$ cat src/rtl/uart_rx_fifo_pkg.sv
// ---------------------------------------------------------------------------
// uart_rx_fifo_pkg
//   Definitions shared by the UART receive front-end and the matching
//   transmitter: the deframer state encoding and the helper functions that
//   turn the clock / bit-rate parameters into counter limits and widths.
//   No ports (package).
// ---------------------------------------------------------------------------
package uart_rx_fifo_pkg;

    // Deframer / framer state encoding.
    typedef enum logic [1:0] {
        IDLE  = 2'd0,
        START = 2'd1,
        DATA  = 2'd2,
        STOP  = 2'd3
    } uart_state_t;

    // Clock cycles spent on one bit on the line (434 for 50 MHz / 115200).
    function automatic int cycles_per_bit(input int clk_freq, input int bit_rate);
        return clk_freq / bit_rate;
    endfunction

    // Bits needed to hold the values 0..value-1 (ceil(log2(value))).
    function automatic int clog2(input int value);
        int result;
        int remaining;
        result    = 0;
        remaining = value - 1;
        while (remaining > 0) begin
            result    = result + 1;
            remaining = remaining >> 1;
        end
        return result;
    endfunction

endpackage

$ cat src/rtl/uart_rx_fifo_if.sv
// ---------------------------------------------------------------------------
// uart_rx_fifo_if
//   Valid/ready byte stream between the UART receive FIFO and its consumer
//   (the Controller's command parser).
//   Signals:
//     data_out    producer -> consumer  head-of-FIFO character
//     data_valid  producer -> consumer  data_out holds a character
//     data_ready  consumer -> producer  consumer takes data_out this cycle
//   Modports: master = producer (receiver), slave = consumer.
// ---------------------------------------------------------------------------
interface uart_rx_fifo_if #(
    parameter int PAYLOAD_BITS = 8
);

    logic [PAYLOAD_BITS-1:0] data_out;
    logic                    data_valid;
    logic                    data_ready;

    modport master (
        output data_out,
        output data_valid,
        input  data_ready
    );

    modport slave (
        input  data_out,
        input  data_valid,
        output data_ready
    );

endinterface

$ cat src/rtl/uart_rx_fifo_sync_fifo.sv
// ---------------------------------------------------------------------------
// sync_fifo
//   Single-clock first-word-fall-through FIFO. The head entry is held in a
//   register so pop_data is a clean flop output that resets to zero and
//   holds its last value while the FIFO is empty.
//   Ports:
//     clk, reset  clock and synchronous active-high reset
//     push        write push_data (ignored when full unless popping too)
//     push_data   character to store
//     pop         consumer takes pop_data (ignored when empty)
//     pop_data    head-of-FIFO entry, meaningful while empty = 0
//     full        count == DEPTH
//     empty       count == 0
//     count       number of stored entries, 0..DEPTH
// ---------------------------------------------------------------------------
module sync_fifo
    import uart_rx_fifo_pkg::*;
#(
    parameter int WIDTH = 8,
    parameter int DEPTH = 8        // power of two, >= 2
) (
    input  logic                     clk,
    input  logic                     reset,
    input  logic                     push,
    input  logic [WIDTH-1:0]         push_data,
    input  logic                     pop,
    output logic [WIDTH-1:0]         pop_data,
    output logic                     full,
    output logic                     empty,
    output logic [clog2(DEPTH):0]    count
);

    localparam int PTR_W = clog2(DEPTH);

    logic [WIDTH-1:0] mem [DEPTH];
    logic [PTR_W-1:0] wr_ptr;
    logic [PTR_W-1:0] rd_ptr;
    logic [PTR_W-1:0] rd_next;
    logic             do_push;
    logic             do_pop;

    assign empty   = (count == '0);
    assign full    = (count == (PTR_W + 1)'(DEPTH));
    assign rd_next = rd_ptr + 1'b1;     // wraps modulo DEPTH

    // A full FIFO still accepts a write when the head leaves in the same cycle.
    assign do_pop  = pop && !empty;
    assign do_push = push && (!full || do_pop);

    // NOTE: storage has no reset; count and the pointers decide which entries
    // are live, and leaving the array unreset lets it map onto plain RAM.
    always_ff @(posedge clk) begin
        if (do_push) begin
            mem[wr_ptr] <= push_data;
        end
    end

    always_ff @(posedge clk) begin
        if (reset) begin
            wr_ptr   <= '0;
            rd_ptr   <= '0;
            count    <= '0;
            pop_data <= '0;
        end else begin
            if (do_push) begin
                wr_ptr <= wr_ptr + 1'b1;
            end
            if (do_pop) begin
                rd_ptr <= rd_next;
            end

            case ({do_push, do_pop})
                2'b10:   count <= count + 1'b1;
                2'b01:   count <= count - 1'b1;
                default: count <= count;
            endcase

            // Keep the head register equal to the entry at the read pointer.
            if (empty) begin
                if (do_push) begin
                    pop_data <= push_data;
                end
            end else if (do_pop) begin
                if (count != (PTR_W + 1)'(1)) begin
                    pop_data <= mem[rd_next];
                end else if (do_push) begin
                    pop_data <= push_data;
                end
            end
        end
    end

endmodule

$ cat src/rtl/uart_rx_fifo.sv
// ---------------------------------------------------------------------------
// uart_rx_fifo
//   UART receive front-end for the Controller's command parser. Synchronises
//   the board rx pin, deframes 8N1 characters (LSB first, sampled mid-bit)
//   and queues them in a FWFT FIFO presented as a valid/ready stream.
//   Ports:
//     clk          system clock (50 MHz), all logic on posedge
//     reset        synchronous, active-high
//     rx           asynchronous UART line, idle high
//     stream       master side of the byte stream (data_out/data_valid/data_ready)
//     frame_error  1-cycle pulse: stop bit sampled low, character discarded
//     overflow     1-cycle pulse: character dropped because the FIFO was full
//     rx_busy      deframer is inside a character (not IDLE)
// ---------------------------------------------------------------------------
module uart_rx_fifo
    import uart_rx_fifo_pkg::*;
#(
    parameter int CLK_FREQ     = 50000000,
    parameter int BIT_RATE     = 115200,
    parameter int PAYLOAD_BITS = 8,
    parameter int BUFFER_SIZE  = 8
) (
    input  logic                  clk,
    input  logic                  reset,
    input  logic                  rx,
    uart_rx_fifo_if.master        stream,
    output logic                  frame_error,
    output logic                  overflow,
    output logic                  rx_busy
);

    localparam int CYCLES_PER_BIT = cycles_per_bit(CLK_FREQ, BIT_RATE);
    localparam int CNT_W          = clog2(CYCLES_PER_BIT);
    localparam int IDX_W          = clog2(PAYLOAD_BITS);
    localparam int COUNT_W        = clog2(BUFFER_SIZE) + 1;

    localparam logic [CNT_W-1:0] BIT_LAST  = CNT_W'(CYCLES_PER_BIT - 1);
    localparam logic [CNT_W-1:0] HALF_LAST = CNT_W'(CYCLES_PER_BIT / 2 - 1);
    localparam logic [IDX_W-1:0] IDX_LAST  = IDX_W'(PAYLOAD_BITS - 1);

    // -----------------------------------------------------------------------
    // rx synchroniser; preset to the idle level so reset never looks like a
    // start bit.
    // -----------------------------------------------------------------------
    logic rx_meta;
    logic rx_s;

    // NOTE: non-blocking assignments make every flop sample pre-edge values,
    // which is what turns these two statements into a two-stage shift chain.
    always_ff @(posedge clk) begin
        if (reset) begin
            rx_meta <= 1'b1;
            rx_s    <= 1'b1;
        end else begin
            rx_meta <= rx;
            rx_s    <= rx_meta;
        end
    end

    // -----------------------------------------------------------------------
    // Deframer FSM with its bit-period counter and shift register.
    // -----------------------------------------------------------------------
    uart_state_t             state;
    logic [CNT_W-1:0]        cnt;
    logic [IDX_W-1:0]        bit_idx;
    logic [PAYLOAD_BITS-1:0] shift_reg;

    always_ff @(posedge clk) begin
        if (reset) begin
            state       <= IDLE;
            cnt         <= '0;
            bit_idx     <= '0;
            shift_reg   <= '0;
            frame_error <= 1'b0;
            rx_busy     <= 1'b0;
        end else begin
            frame_error <= 1'b0;
            case (state)
                IDLE: begin
                    cnt <= '0;
                    if (!rx_s) begin
                        state   <= START;
                        rx_busy <= 1'b1;
                    end
                end

                // Re-check the line half a bit in; a short low pulse is noise.
                START: begin
                    if (cnt == HALF_LAST) begin
                        cnt <= '0;
                        if (!rx_s) begin
                            state   <= DATA;
                            bit_idx <= '0;
                        end else begin
                            state   <= IDLE;
                            rx_busy <= 1'b0;
                        end
                    end else begin
                        cnt <= cnt + 1'b1;
                    end
                end

                // Counter now runs from mid-bit to mid-bit; data arrives LSB first.
                DATA: begin
                    if (cnt == BIT_LAST) begin
                        cnt       <= '0;
                        shift_reg <= {rx_s, shift_reg[PAYLOAD_BITS-1:1]};
                        if (bit_idx == IDX_LAST) begin
                            state   <= STOP;
                            bit_idx <= '0;
                        end else begin
                            bit_idx <= bit_idx + 1'b1;
                        end
                    end else begin
                        cnt <= cnt + 1'b1;
                    end
                end

                // Leave at mid stop bit so a back-to-back start edge is not missed.
                STOP: begin
                    if (cnt == BIT_LAST) begin
                        cnt         <= '0;
                        state       <= IDLE;
                        rx_busy     <= 1'b0;
                        frame_error <= !rx_s;
                    end else begin
                        cnt <= cnt + 1'b1;
                    end
                end

                default: begin
                    state   <= IDLE;
                    cnt     <= '0;
                    rx_busy <= 1'b0;
                end
            endcase
        end
    end

    // A good stop sample writes the character straight into the FIFO, so it
    // is visible on the stream the following cycle.
    logic push;
    assign push = (state == STOP) && (cnt == BIT_LAST) && rx_s;

    // -----------------------------------------------------------------------
    // Character FIFO and stream side.
    // -----------------------------------------------------------------------
    logic                    pop;
    logic                    fifo_full;
    logic                    fifo_empty;
    logic [COUNT_W-1:0]      fifo_count;
    logic [PAYLOAD_BITS-1:0] fifo_head;

    assign pop = !fifo_empty && stream.data_ready;

    sync_fifo #(
        .WIDTH (PAYLOAD_BITS),
        .DEPTH (BUFFER_SIZE)
    ) u_fifo (
        .clk       (clk),
        .reset     (reset),
        .push      (push),
        .push_data (shift_reg),
        .pop       (pop),
        .pop_data  (fifo_head),
        .full      (fifo_full),
        .empty     (fifo_empty),
        .count     (fifo_count)
    );

    assign stream.data_out   = fifo_head;
    assign stream.data_valid = (fifo_count != '0);

    // A full FIFO only drops the character when nothing leaves that cycle.
    always_ff @(posedge clk) begin
        if (reset) begin
            overflow <= 1'b0;
        end else begin
            overflow <= push && fifo_full && !pop;
        end
    end

endmodule

$ cat src/flat_wrapper.sv
// flat-port wrapper written by rule: the top's interface ports become plain ports
module uart_rx_fifo_flat import uart_rx_fifo_pkg::*;
#(
    parameter int CLK_FREQ     = 50000000,
    parameter int BIT_RATE     = 115200,
    parameter int PAYLOAD_BITS = 8,
    parameter int BUFFER_SIZE  = 8
)
  (clk, reset, rx, frame_error, overflow, rx_busy, stream_data_out, stream_data_valid, stream_data_ready);
  uart_rx_fifo_if #(.PAYLOAD_BITS(PAYLOAD_BITS)) stream_i ();
  input  logic clk;
  input  logic reset;
  input  logic rx;
  output logic frame_error;
  output logic overflow;
  output logic rx_busy;
  output wire logic [$bits(stream_i.data_out)-1:0] stream_data_out;
  output wire logic [$bits(stream_i.data_valid)-1:0] stream_data_valid;
  input wire logic [$bits(stream_i.data_ready)-1:0] stream_data_ready;
  assign stream_data_out = stream_i.data_out;
  assign stream_data_valid = stream_i.data_valid;
  assign stream_i.data_ready = stream_data_ready;
  uart_rx_fifo #(.CLK_FREQ(CLK_FREQ), .BIT_RATE(BIT_RATE), .PAYLOAD_BITS(PAYLOAD_BITS), .BUFFER_SIZE(BUFFER_SIZE)) u_core (.clk(clk), .reset(reset), .rx(rx), .stream(stream_i), .frame_error(frame_error), .overflow(overflow), .rx_busy(rx_busy));
endmodule
$ cat config.mk
export PLATFORM = sky130hd
export DESIGN_NAME = uart_rx_fifo_flat
export DESIGN_NICKNAME = d
export VERILOG_FILES = /design/src/rtl/uart_rx_fifo_pkg.sv /design/src/rtl/uart_rx_fifo_if.sv /design/src/rtl/uart_rx_fifo_sync_fifo.sv /design/src/rtl/uart_rx_fifo.sv /design/src/flat_wrapper.sv
export SDC_FILE = /design/constraint.sdc
export NUM_CORES = 1
export LEC_CHECK = 0
export CAP_MARGIN = 0
export CORE_MARGIN = 1
export CORE_UTILIZATION = 45
export CTS_BUF_LIST = sky130_fd_sc_hd__clkbuf_2 sky130_fd_sc_hd__clkbuf_4 sky130_fd_sc_hd__clkbuf_8
export CTS_CLUSTER_SIZE = 12
export DETAILED_ROUTE_END_ITERATION = 10
export SLEW_MARGIN = 20
export SYNTH_ARGS = -nofsm -noshare
export SYNTH_HDL_FRONTEND = slang
export SYNTH_SLANG_ARGS = --single-unit
$ cat constraint.sdc
create_clock -name clk -period 3.52 [get_ports clk]
set_clock_uncertainty 0.05 [all_clocks]
set_input_delay 0.704 -clock clk [delete_from_list [all_inputs] [get_ports clk]]
set_output_delay 0.704 -clock clk [all_outputs]
set_load 0.005 [all_outputs]
==> git commit body <==
Add synthesis and place-and-route results

* OpenROAD warning count: 30
- GR Layer Usage met1: 23.9%
* Post-CTS Hold Fix Bufs: 0
* PwrDens: 661 nW/um^2
* Number of setup buffers added after CTS: 0
- The flow ran to the end, and the final reports show no timing, DRC or antenna violations.
* Period utilisation layout: 81.1%
* Warning count from the yosys run: 0
- Fraction of area in multi-input gates: 33.5%
- Post-CTS clock slew at the launch and capture registers of the worst setup and hold paths: 0.10 ns
- Once routing completed, OpenROAD measured the worst setup slack at 0.666 ns.
- For reference, compound AND-OR and OR-AND cells occupy 4.99% of the area reported after synthesis.
* Post-synthesis share of cell area spent on and, or, nand and nor gates: 14.4%
- Summing internal, switching and leakage power gives 3.46 mW.
- Library cell with the largest summed area after synthesis: edfxtp_1
- The floorplan step defined a die boundary enclosing 10,800 sq um.
- Number of well taps: 133
- Area taken by multi-input logic gates: 1750 sq um
- Synth Instances: 339
* Multiplexer share of the synthesized area: 13.2%
- The detailed router reports a met2 wire length of 4130 microns.
- For the combinational group, total power comes out at 1.11 mW.
- The horizontal die dimension reported for this design is 104 microns.
==> images/clock_wires.png <==
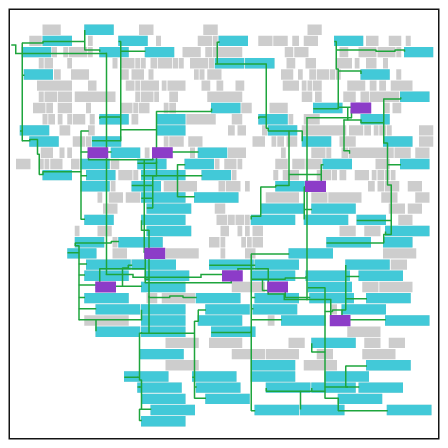
clock-net drivers -> purple  # count 9
clock wires -> green  # length 1,240 microns
flip-flops -> cyan  # count 109
flops lie = all over the die

==> images/port_trees.png <==
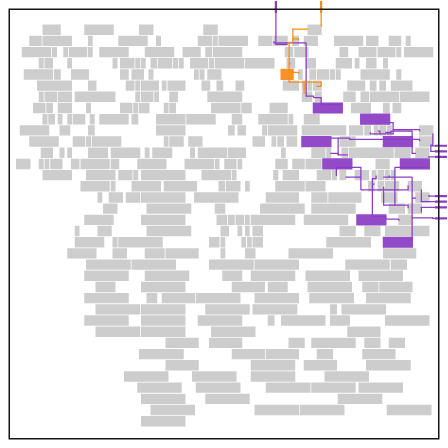
stream_data_valid -> orange  # bits 1, direction output, end cells 1, wire 38.9 microns
stream_data_out -> purple  # bits 8, direction output, end cells 8, wire 232 microns

==> images/placed.png <==
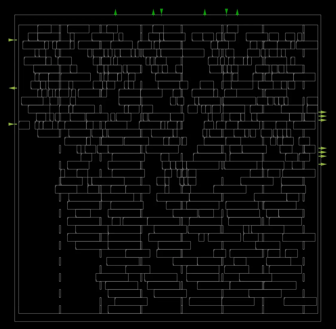
core box area: 9950 sq um
number of fill cells in the layout: 873
FFs & Latches: 109

==> images/pinout.png <==
Pins as bars across the die edge, other pins in grey.
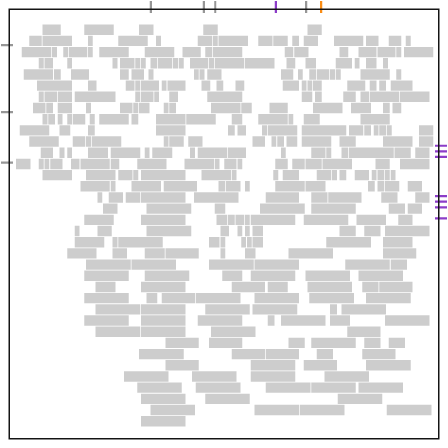
stream_data_out -> purple  # pins 8, direction output, edge 7 right, 1 top
stream_data_valid -> orange  # pins 1, direction output, edge top

No activity file was given, so power comes from the tool's default toggle rates.
